$ cat config.mk
export PLATFORM = sky130hd
export DESIGN_NAME = seg7_scan_ctrl_flat
export DESIGN_NICKNAME = d
export VERILOG_FILES = /design/src/rtl/seg7_scan_if.sv /design/src/rtl/seg7_scan_ctrl.sv /design/src/flat_wrapper.sv
export SDC_FILE = /design/constraint.sdc
export NUM_CORES = 1
export LEC_CHECK = 0
export ABC_AREA = 1
export CORE_ASPECT_RATIO = 1.1
export CORE_MARGIN = 2
export CORE_UTILIZATION = 48
export DETAILED_ROUTE_END_ITERATION = 8
export MAX_ROUTING_LAYER = met4
export PLACE_DENSITY = 0.76
export SLEW_MARGIN = 10
export SYNTH_ARGS = -nofsm -noshare
export SYNTH_HDL_FRONTEND = slang
export SYNTH_SLANG_ARGS = --single-unit
$ cat constraint.sdc
create_clock -name clk -period 2.2 [get_ports clk]
set_input_delay 0.33 -clock clk [delete_from_list [all_inputs] [get_ports clk]]
set_output_delay 0.33 -clock clk [all_outputs]
set_load 0.05 [all_outputs]
$ cat src/rtl/seg7_scan_if.sv
// Signal bundle between the key decoder / board pins and seg7_scan_ctrl.
// The master side drives key strobes; the slave side is the scan controller.
interface seg7_scan_if #(
  parameter int NDIG = 4
);
  logic              key_valid;
  logic [3:0]        key_code;
  logic              clr;
  logic [7:0]        seg;
  logic [NDIG-1:0]   dig_sel;
  logic [4*NDIG-1:0] buf_out;
  logic [NDIG-1:0]   valid_out;
  logic              frame_tick;

  modport master (
    output key_valid, key_code, clr,
    input  seg, dig_sel, buf_out, valid_out, frame_tick
  );

  modport slave (
    input  key_valid, key_code, clr,
    output seg, dig_sel, buf_out, valid_out, frame_tick
  );
endinterface

$ cat src/rtl/seg7_scan_ctrl.sv
// Multiplexed 7-segment controller: key-entry digit shift register plus
// a blank/drive scan over NDIG digits on a shared active-low segment bus.
//
// state | meaning
// BLANK | all digit enables off so segment lines settle between digits
// DRIVE | digit idx enabled, showing its pattern (dark if never entered)
module seg7_scan_ctrl #(
  parameter int NDIG      = 4,
  parameter int SLOT_CYC  = 50000,
  parameter int BLANK_CYC = 500
) (
  input  logic clk,
  input  logic rst,
  seg7_scan_if.slave bus
);

  localparam int CW = (SLOT_CYC > 2) ? $clog2(SLOT_CYC) : 1;
  localparam int IW = $clog2(NDIG);
  localparam logic [CW-1:0] BLANK_LAST = CW'(BLANK_CYC - 1);
  localparam logic [CW-1:0] DRIVE_LAST = CW'(SLOT_CYC - BLANK_CYC - 1);
  localparam logic [IW-1:0] IDX_LAST   = IW'(NDIG - 1);

  typedef enum logic {BLANK, DRIVE} state_t;

  state_t            state_q, state_nx;
  logic [CW-1:0]     cnt_q, cnt_nx;
  logic [IW-1:0]     idx_q, idx_nx;
  logic              wrap;

  logic [4*NDIG-1:0] buf_q;
  logic [NDIG-1:0]   valid_q;

  logic [7:0]        seg_q, seg_nx;
  logic [NDIG-1:0]   dig_sel_q, dig_sel_nx;
  logic              frame_tick_q;
  logic [3:0]        cur_code;

  function automatic logic [7:0] hex_seg(input logic [3:0] h);
    logic [7:0] p;
    case (h)
      4'h0: p = 8'hC0;
      4'h1: p = 8'hF9;
      4'h2: p = 8'hA4;
      4'h3: p = 8'hB0;
      4'h4: p = 8'h99;
      4'h5: p = 8'h92;
      4'h6: p = 8'h82;
      4'h7: p = 8'hF8;
      4'h8: p = 8'h80;
      4'h9: p = 8'h98;
      4'hA: p = 8'h88;
      4'hB: p = 8'h83;
      4'hC: p = 8'hA7;
      4'hD: p = 8'hA1;
      4'hE: p = 8'h86;
      default: p = 8'h8E;
    endcase
    return p;
  endfunction

  always_ff @(posedge clk) begin
    if (rst) begin
      state_q <= BLANK;
      cnt_q   <= '0;
      idx_q   <= '0;
    end else begin
      state_q <= state_nx;
      cnt_q   <= cnt_nx;
      idx_q   <= idx_nx;
    end
  end

  always_comb begin
    state_nx = state_q;
    cnt_nx   = cnt_q + CW'(1);
    idx_nx   = idx_q;
    wrap     = 1'b0;
    case (state_q)
      BLANK: begin
        if (cnt_q == BLANK_LAST) begin
          state_nx = DRIVE;
          cnt_nx   = '0;
        end
      end
      DRIVE: begin
        if (cnt_q == DRIVE_LAST) begin
          state_nx = BLANK;
          cnt_nx   = '0;
          if (idx_q == IDX_LAST) begin
            idx_nx = '0;
            wrap   = 1'b1;
          end else begin
            idx_nx = idx_q + IW'(1);
          end
        end
      end
      default: begin
        state_nx = BLANK;
        cnt_nx   = '0;
        idx_nx   = '0;
      end
    endcase
  end

  // Outputs decode the upcoming scan position so they line up with the
  // state register, but use the current (registered) digit contents.
  always_comb begin
    seg_nx     = 8'hFF;
    dig_sel_nx = '1;
    cur_code   = buf_q[{idx_nx, 2'b00} +: 4];
    if (state_nx == DRIVE) begin
      dig_sel_nx = ~(NDIG'(1) << idx_nx);
      if (valid_q[idx_nx]) seg_nx = hex_seg(cur_code);
    end
  end

  always_ff @(posedge clk) begin
    if (rst) begin
      seg_q        <= 8'hFF;
      dig_sel_q    <= '1;
      frame_tick_q <= 1'b0;
    end else begin
      seg_q        <= seg_nx;
      dig_sel_q    <= dig_sel_nx;
      frame_tick_q <= wrap;
    end
  end

  // Oldest digit falls off the left end once all NDIG positions are used.
  always_ff @(posedge clk) begin
    if (rst || bus.clr) begin
      buf_q   <= '0;
      valid_q <= '0;
    end else if (bus.key_valid) begin
      buf_q   <= {buf_q[4*NDIG-5:0], bus.key_code};
      valid_q <= {valid_q[NDIG-2:0], 1'b1};
    end
  end

  assign bus.seg        = seg_q;
  assign bus.dig_sel    = dig_sel_q;
  assign bus.buf_out    = buf_q;
  assign bus.valid_out  = valid_q;
  assign bus.frame_tick = frame_tick_q;

endmodule

$ cat src/flat_wrapper.sv
// flat-port wrapper written by rule: the top's interface ports become plain ports
module seg7_scan_ctrl_flat 
#(
  parameter int NDIG      = 4,
  parameter int SLOT_CYC  = 50000,
  parameter int BLANK_CYC = 500
)
  (clk, rst, bus_key_valid, bus_key_code, bus_clr, bus_seg, bus_dig_sel, bus_buf_out, bus_valid_out, bus_frame_tick);
  seg7_scan_if #(.NDIG(NDIG)) bus_i ();
  input  logic clk;
  input  logic rst;
  input wire logic [$bits(bus_i.key_valid)-1:0] bus_key_valid;
  input wire logic [$bits(bus_i.key_code)-1:0] bus_key_code;
  input wire logic [$bits(bus_i.clr)-1:0] bus_clr;
  output wire logic [$bits(bus_i.seg)-1:0] bus_seg;
  output wire logic [$bits(bus_i.dig_sel)-1:0] bus_dig_sel;
  output wire logic [$bits(bus_i.buf_out)-1:0] bus_buf_out;
  output wire logic [$bits(bus_i.valid_out)-1:0] bus_valid_out;
  output wire logic [$bits(bus_i.frame_tick)-1:0] bus_frame_tick;
  assign bus_i.key_valid = bus_key_valid;
  assign bus_i.key_code = bus_key_code;
  assign bus_i.clr = bus_clr;
  assign bus_seg = bus_i.seg;
  assign bus_dig_sel = bus_i.dig_sel;
  assign bus_buf_out = bus_i.buf_out;
  assign bus_valid_out = bus_i.valid_out;
  assign bus_frame_tick = bus_i.frame_tick;
  seg7_scan_ctrl #(.NDIG(NDIG), .SLOT_CYC(SLOT_CYC), .BLANK_CYC(BLANK_CYC)) u_core (.clk(clk), .rst(rst), .bus(bus_i));
endmodule
==> impl_metrics.csv, run 1 <==
group,metric,value,unit
outcome,outcome,"completed",
clock_tree,cts_setup_buffers,1,
synth,top_cell_area_share,41.7,%
placed_design,final_weighted_congestion_of_routability_driven_global_placement,0.862,
synth,synth-cells-yosys,328,
final_layout,fin_cells,444,
global_routing,grt_overflow_total,0,
routing,drt_iter0_drc,168,
clock_tree,cts_tree,"built",
sta,worst_slew_pin_slew,0.510,ns
global_routing,global_route.usage.met1,26.4,%
synth,mux_area_share,0,%
synth,yosys_warnings,0,
final_layout,n_antenna_cell,0,
setup_path,r2r-end,"u_core.bus.seg[0]",
synth,synth-main-ff-cell,"sky130_fd_sc_hd__dfxtp_1",
routing,top_layer,"met4",
flow_run,maxCapViolCount,0,
die,core_region_area,4970,µm²
global_routing,most_utilized_layer_in_the_global_route_result,"met2",
routing,vias_per_cell,5.07,
setup_path,timing.setup.critical_path_class,"flop to flop",
die,die_h,78.9,µm
synth,syn_inst,328,
final_layout,post_route_cells_drive_above_1_share,19.2,%
synth,yosysTopAreaCell,"sky130_fd_sc_hd__dfxtp_1",
synth,synth.top_cells.by_count,"sky130_fd_sc_hd__nand2_1, sky130_fd_sc_hd__dfxtp_1, sky130_fd_sc_hd__nand3_1, sky130_fd_sc_hd__nor2_1, sky130_fd_sc_hd__inv_1",
die,floorplan.die.width,72.1,µm
routing,drtPass1Iterations,4,
global_routing,wire_length_of_the_first_global_routing_pass,8830,µm
sta,layout_min_cycle_time,2.09,ns
power,seq_power_share,56.3,%
synth,synth-async-reset-ratio,0,%
global_routing,initial_antenna_violation_count,0,
final_layout,final_design_area_no_fill,3200,µm²
routing,wirelength_met1,2580,µm
sta,hold_violations,0,
routing,met3WireLength,232,µm
clock_tree,ctsResizeCount,1,
synth,netlist.top_cell.by_instances,"sky130_fd_sc_hd__nand2_1",
synth,ys_chip_area,2450,µm²
synth,avgSynthCellArea,7.47,µm²
clock_tree,clk_path_buf_depth,2,
power,total_net_switching_power,456,µW
global_routing,first_global_vias,1993,
routing,drtAntennaViolNets,0,
setup_path,setup.worst_path.end_class,"flop",
clock_tree,cts_buffers,5,
sta,period_used_share,95.0,%
power,power.clock.fraction,33.3,%
setup_path,number_of_cell_instances_on_the_worst_register_to_register_path,17,
power,power.ir.vdd_worst,426,µV
setup_path,reg2reg_setup_slack,0.11,ns
global_routing,grt_util_met3,4.06,%
power,leakage,0.00128,µW
clock_tree,clk_root_buffer_cell,"sky130_fd_sc_hd__clkbuf_8",
final_layout,fin_nets,401,
clock_tree,cts_hold_repair_buffers,0,
final_layout,fillerInstances,425,
setup_path,regToRegStartpoint,"u_core.cnt_q[0]",
flow_run,stage_log_warnings,31,
synth,synth.cell_area,2450,µm²
placed_design,place_inst,427,
global_routing,total_global_routing_track_utilization,19.6,%
final_layout,synthToLayoutAreaGrowth,30.6,%
synth,ys_seq_share,41.7,%
sta,final-max-slew-violation-count,0,
die,i_o_pin_cnt,41,
synth,ys_seq_elements,51,
clock_tree,clock_sinks,51,
synth,ys_sh_xor,1.07,%
hold_path,hold_path_cell_cnt,1,
power,switching_share,27.0,%
power,power_per_cell_area,529,nW/µm²
synth,edf_count,0,
setup_path,crit_arrival,2.27,ns
hold_path,hold_path_class,"flop to flop",
routing,drc_errors,0,
setup_path,worst-endpoint-required,2.38,ns
sta,timing.slew.headroom,65.9,%
synth,netlist_logic_family_top,"simple AND/OR/NAND/NOR gates",
power,comb_power_share,10.5,%
clock_tree,clk-insertion-delay-late,0.31,ns
placed_design,port_buffers,39,
synth,synth_compound_gate_area_share,9.86,%
routing,routedWlPerCell,12.3,µm
power,p_int,1230,µW
routing,met2RoutedLength,2590,µm
die,die_area,5690,µm²
## run 1: how the worst max path moves through the flow
stage                    start                end  slack, ns  cells past startpoint
4_1_cts        u_core.cnt_q[1]  u_core.bus.seg[3]       0.01                     17
3_5_place_dp   u_core.cnt_q[0]  u_core.bus.seg[3]     0.0005                     17
6_report       u_core.cnt_q[0]  u_core.bus.seg[0]       0.11                     17
3_3_place_gp   u_core.cnt_q[0]  u_core.bus.seg[3]       0.07                     17
5_1_grt        u_core.cnt_q[0]  u_core.bus.seg[0]      -0.04                     16
2_1_floorplan  u_core.cnt_q[0]  u_core.bus.seg[3]       0.01                     18
## run 1: critical path, stage by stage, from the launching register on
cell	delay (ns)
sky130_fd_sc_hd__dfxtp_2	0.37
sky130_fd_sc_hd__ha_4	0.14
sky130_fd_sc_hd__nand2_2	0.05
sky130_fd_sc_hd__inv_1	0.06
sky130_fd_sc_hd__nand2_2	0.08
sky130_fd_sc_hd__nor2_8	0.15
sky130_fd_sc_hd__nand2_4	0.10
sky130_fd_sc_hd__nand2_8	0.10
sky130_fd_sc_hd__buf_6	0.12
sky130_fd_sc_hd__nand3_1	0.07
sky130_fd_sc_hd__nand3_1	0.11
sky130_fd_sc_hd__nand2_2	0.07
sky130_fd_sc_hd__buf_4	0.15
sky130_fd_sc_hd__ha_1	0.17
sky130_fd_sc_hd__inv_1	0.05
sky130_fd_sc_hd__nand2_1	0.04
sky130_fd_sc_hd__nand3_1	0.06
sky130_fd_sc_hd__nand3_1	0.07
## run 1: cells by family (layout without fill, tap and decap cells)
logic type                 count (synthesis)  in the layout
and+or+nand+nor                          182            182
DFF                                       51             51
buffers and inverters                     46            104
AOI/OAI and AO/OA                         37             37
adders and majority gates                  8              8
xor gates and xnor gates                   3              3
other                                      1              1
## run 1: layout by cell type, fill, tap and decap left out, drive strengths merged, types with 2 or more instances in the layout
cell / n
inv: 38
clkdlybuf4s50: 39
a211oi: 11
nor2: 38
buf: 18
nand4: 2
a21oi: 17
dfxtp: 51
nand3b: 3
clkbuf: 5
xnor2: 2
o21ai: 6
nor3: 3
nand3: 36
nor3b: 2
nand2: 97
ha: 8
clkinv: 4
## run 1: stage by stage
| step | power, µW | TNS [ns] | worst slack [ns] | utilization, % | hold slack [ns] |
|---|---|---|---|---|---|
| 2_1_floorplan | 1090 | 0 | 0.0149 | - | 0.402 |
| 3_3_place_gp | 1140 | 0 | 0.0692 | 59.2 | 0.435 |
| 3_5_place_dp | 1140 | 0 | 0.000493 | 59.2 | 0.442 |
| 4_1_cts | 1690 | 0 | 0.0136 | 61.2 | 0.425 |
| 5_1_grt | 1760 | -0.154 | -0.0386 | 64.4 | 0.474 |
| 6_report | 1690 | 0 | 0.111 | 64.4 | 0.452 |
## run 1: power by group through the flow
stage | sequential, µW | clock, µW | combinational [µW]
floorplan | 1000 | 0 | 83.5
global placement | 970 | 0 | 167
detailed placement | 970 | 0 | 169
CTS | 950 | 575 | 170
global route | 953 | 614 | 196
finish | 951 | 563 | 177
## run 1: cell type report
type	count	area share, %
tap	58	2.27
inverter	39	4.74
clock inverter	3	0.705
multi-input combinational	231	41.2
sequential	51	32.0
timing repair buffer	57	16.9
clock buffer	5	2.15
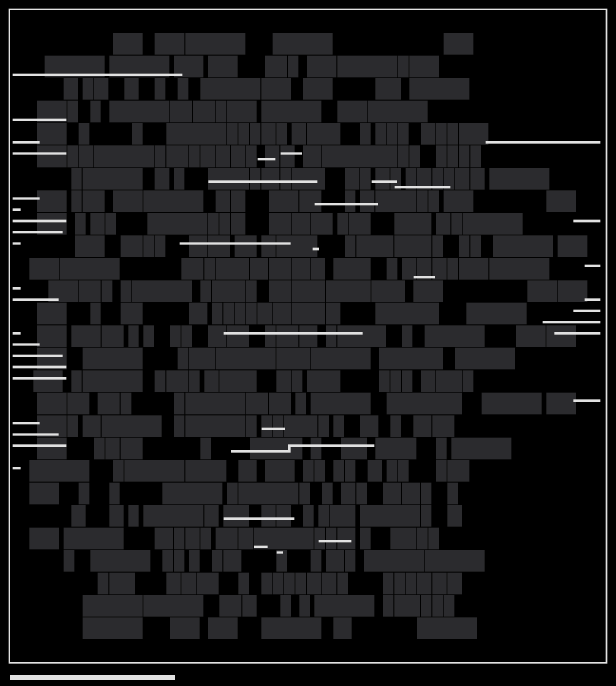
Fig. 1. The metal 3 layer (run 1).
The bar under the picture is 20 µm long. Cells faint in the background.
longest straight run: 20.2 µm
nets with wire on the layer: 39

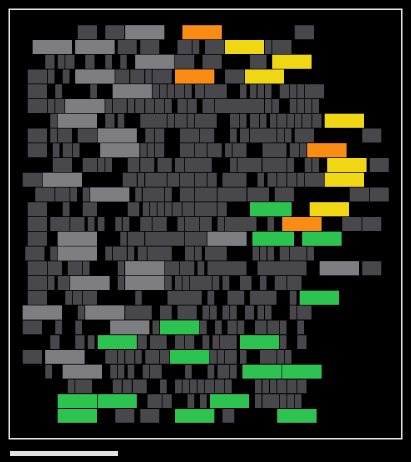
Fig. 2. Where the registers sit (run 1).
The bar under the picture is 20 µm long. Other sequential cells in the stronger gray, the rest of the logic in the fainter gray.
legend:
  orange:
    signal: u_core.bus.dig_sel
    sequential_cells: 4
  yellow:
    signal: u_core.bus.seg
    sequential_cells: 7
  green:
    signal: u_core.cnt_q
    sequential_cells: 16
not colored: 24

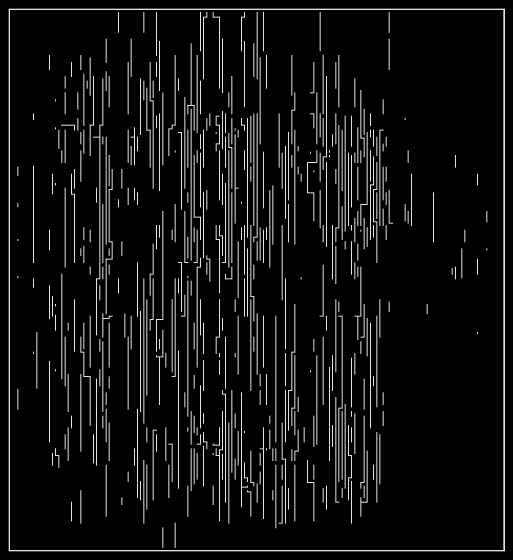
Fig. 3. Met2 routing (run 1).
wire length on this layer: 2590 µm
main direction: vertical
longest straight run: 22.5 µm
share of all routed wire: 47%
total detailed-routing wirelength: 5460 µm
number of vias after detailed routing: 2250
GR met2 Demand/Resource: 29.6%

Fig. 4: run 1, met1 routing
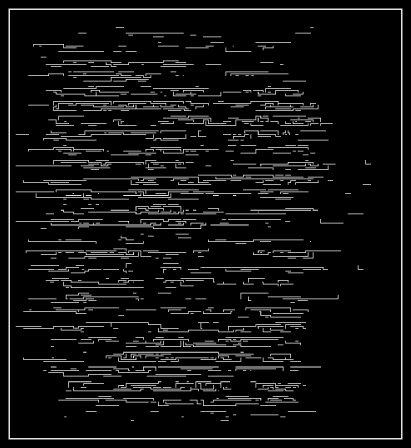

==> run 2, diff against run 1 <==
--- a/config.mk
+++ b/config.mk
@@ -7,7 +7,6 @@
 export LEC_CHECK = 0
 export ABC_AREA = 1
 export CORE_ASPECT_RATIO = 1.1
-export CORE_MARGIN = 2
 export CORE_UTILIZATION = 48
 export DETAILED_ROUTE_END_ITERATION = 8
 export MAX_ROUTING_LAYER = met4
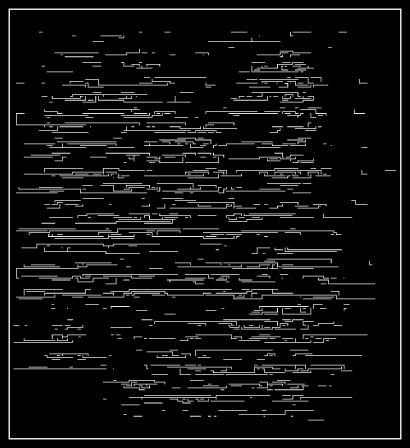
Fig. 5. Met1 routing (run 2).
wire length on this layer: 2480 µm
longest straight run: 18.4 µm
nets with wire on the layer: 347
main direction: horizontal

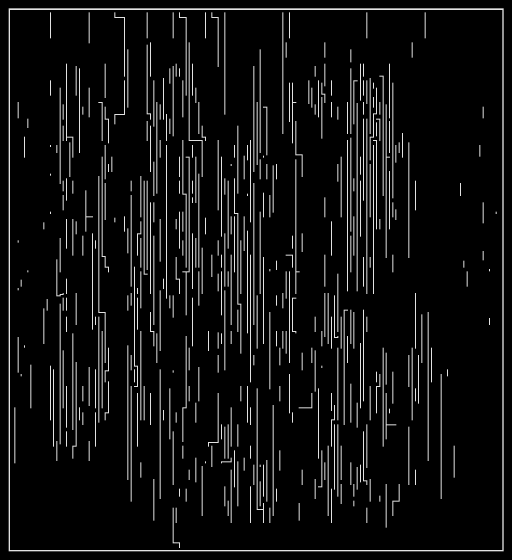
Fig. 6. Met2 routing (run 2).
longest straight run: 26.7 µm
wire length on this layer: 2430 µm
nets with wire on the layer: 309

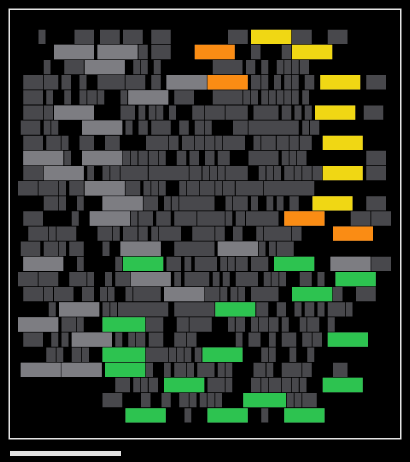
Fig. 7. Where the registers sit (run 2).
The bar under the picture is 20 µm long. Other sequential cells in the stronger gray, the rest of the logic in the fainter gray.
legend:
  green:
    signal: u_core.cnt_q
    sequential_cells: 16
  yellow:
    signal: u_core.bus.seg
    sequential_cells: 7
    where: top right
  orange:
    signal: u_core.bus.dig_sel
    sequential_cells: 4
not colored: 24

==> run 2 against run 1 <==
  * Sequential share of layout area increased by 0.064 points
  * Die size down 5.2%
  * Count of clock-buffer cells in the layout increased by 2
  * Hold slack worse by 0.0094 ns
  * Clock skew fell by 0.0013 ns
  * Critical path type unchanged
==> impl_metrics.csv, run 2 <==
group,metric,value,unit
power,fin_total_pwr,1720,µW
clock_tree,cts_buffers,5,
placed_design,final_weighted_congestion_of_routability_driven_global_placement,0.832,
setup_path,max_stage_delay,0.36,ns
synth,yosys_warnings,0,
die,i_o_pin_cnt,41,
routing,drtPass1Iterations,4,
setup_path,crit_path_frequent_cell,"sky130_fd_sc_hd__nand2_4",
sta,timing.slew.headroom,66.0,%
setup_path,crit_arrival,2.28,ns
sta,finalHoldWorstSlack,0.442,ns
global_routing,total_global_routing_track_utilization,20.2,%
placed_design,port_buffers,39,
sta,hold_violations,0,
setup_path,worst-endpoint-required,2.39,ns
clock_tree,clock_sinks,51,
synth,ys_sh_xor,1.07,%
setup_path,setup.worst_path.end_class,"flop",
synth,synth-cells-yosys,328,
synth,ys_seq_share,41.7,%
synth,synth.cell_area,2450,µm²
global_routing,initial_antenna_violation_count,0,
routing,postRouteWirelength,5190,µm
setup_path,timing.critical_path.buf_inv,3,
synth,synth_compound_gate_area_share,9.86,%
synth,yosysTopAreaCell,"sky130_fd_sc_hd__dfxtp_1",
setup_path,critPathSlowestCell,"sky130_fd_sc_hd__dfxtp_2",
die,die_area,5390,µm²
synth,syn_inst,328,
setup_path,regToRegStartpoint,"u_core.cnt_q[1]",
die,die_h,76.9,µm
synth,netlist.top_cell.by_instances,"sky130_fd_sc_hd__nand2_1",
final_layout,post_route_cells_drive_above_1_share,18.3,%
power,power.ir.vdd_worst,438,µV
routing,vias_per_cell,4.98,
synth,mux_area_share,0,%
synth,top_cell_area_share,41.7,%
clock_tree,cts_hold_repair_buffers,0,
setup_path,cp-startpoint,"u_core.cnt_q[1]",
synth,synth-main-ff-cell,"sky130_fd_sc_hd__dfxtp_1",
clock_tree,clk_root_buffer_cell,"sky130_fd_sc_hd__clkbuf_8",
sta,final-max-slew-violation-count,0,
flow_run,stage_log_warnings,32,
setup_path,timing.setup.critical_path_class,"flop to flop",
sta,worst_slew_pin_slew,0.509,ns
synth,ys_chip_area,2450,µm²
setup_path,cpLargestDelayFamily,"simple AND/OR/NAND/NOR gates",
synth,synth-async-reset-ratio,0,%
clock_tree,cts_tree,"built",
final_layout,final_design_area_no_fill,3190,µm²
die,floorplan.die.width,70.1,µm
routing,routedWlPerCell,11.9,µm
synth,edf_count,0,
final_layout,lay_top_count,"sky130_fd_sc_hd__nand2_1",
power,leakage,0.00128,µW
final_layout,n_antenna_cell,0,
final_layout,fin_nets,397,
hold_path,hold_path_class,"flop to flop",
outcome,outcome,"completed",
flow_run,maxCapViolCount,0,
sta,layout_min_cycle_time,2.09,ns
sta,period_used_share,95.0,%
final_layout,synthToLayoutAreaGrowth,30.5,%
-- run 2: area by class of cell --
type                       count  area share, %
tap                           56           2.19
inverter                      39           4.82
timing repair buffer          53           16.0
sequential                    51           32.1
clock inverter                 1          0.235
multi-input combinational    231           41.7
clock buffer                   7           3.02
-- run 2: stage by stage --
stage | setup slack [ns] | setup TNS, ns | cells | util, %
floorplan | 0.0149 | 0 | 328 | -
global placement | 0.0886 | 0 | 427 | 61.7
detailed placement | 0.00931 | 0 | 427 | 61.7
CTS | 0.00236 | 0 | 435 | 63.9
global route | -0.0511 | -0.194 | 438 | 66.8
finish | 0.109 | 0 | 438 | 66.8
-- run 2: per-layer routing --
metal	GRT usage, %	part of all wire (%)	up-vias
met5	-	0	-
met2	32.5	47	58
met3	3.55	4.6	4
met1	26.1	48	964
met4	5.60	0.85	0
li1	-	-	1154
-- run 2: worst paths after layout --
check / to / slack [ns] / cells past startpoint
worst min register to register: u_core.cnt_q[0] / 0.44 / 1
worst max-delay path: u_core.bus.seg[3] / 0.11 / 16
worst min-delay path: u_core.cnt_q[0] / 0.44 / 1
worst max register to register: u_core.bus.seg[3] / 0.11 / 16
-- run 2: what timing repair did --
action                     in CTS  in global routing
resized                         1                 33
pin swaps                       0                 12
setup endpoints to repair       1                  7
buffers inserted                0                  3
-- run 2: power breakdown --
group          switching (µW)  internal, µW
Sequential               13.5           938
Clock                     304           286
Combinational             114          68.7
-- run 2: kinds of logic after synthesis --
family	Yosys count
simple gates	182
flops	51
buf+inv	46
compound gates	37
fa+ha+maj	8
xor+xnor	3
other cells	1
Power figures rest on the tool's default switching activity, not on a simulated workload.
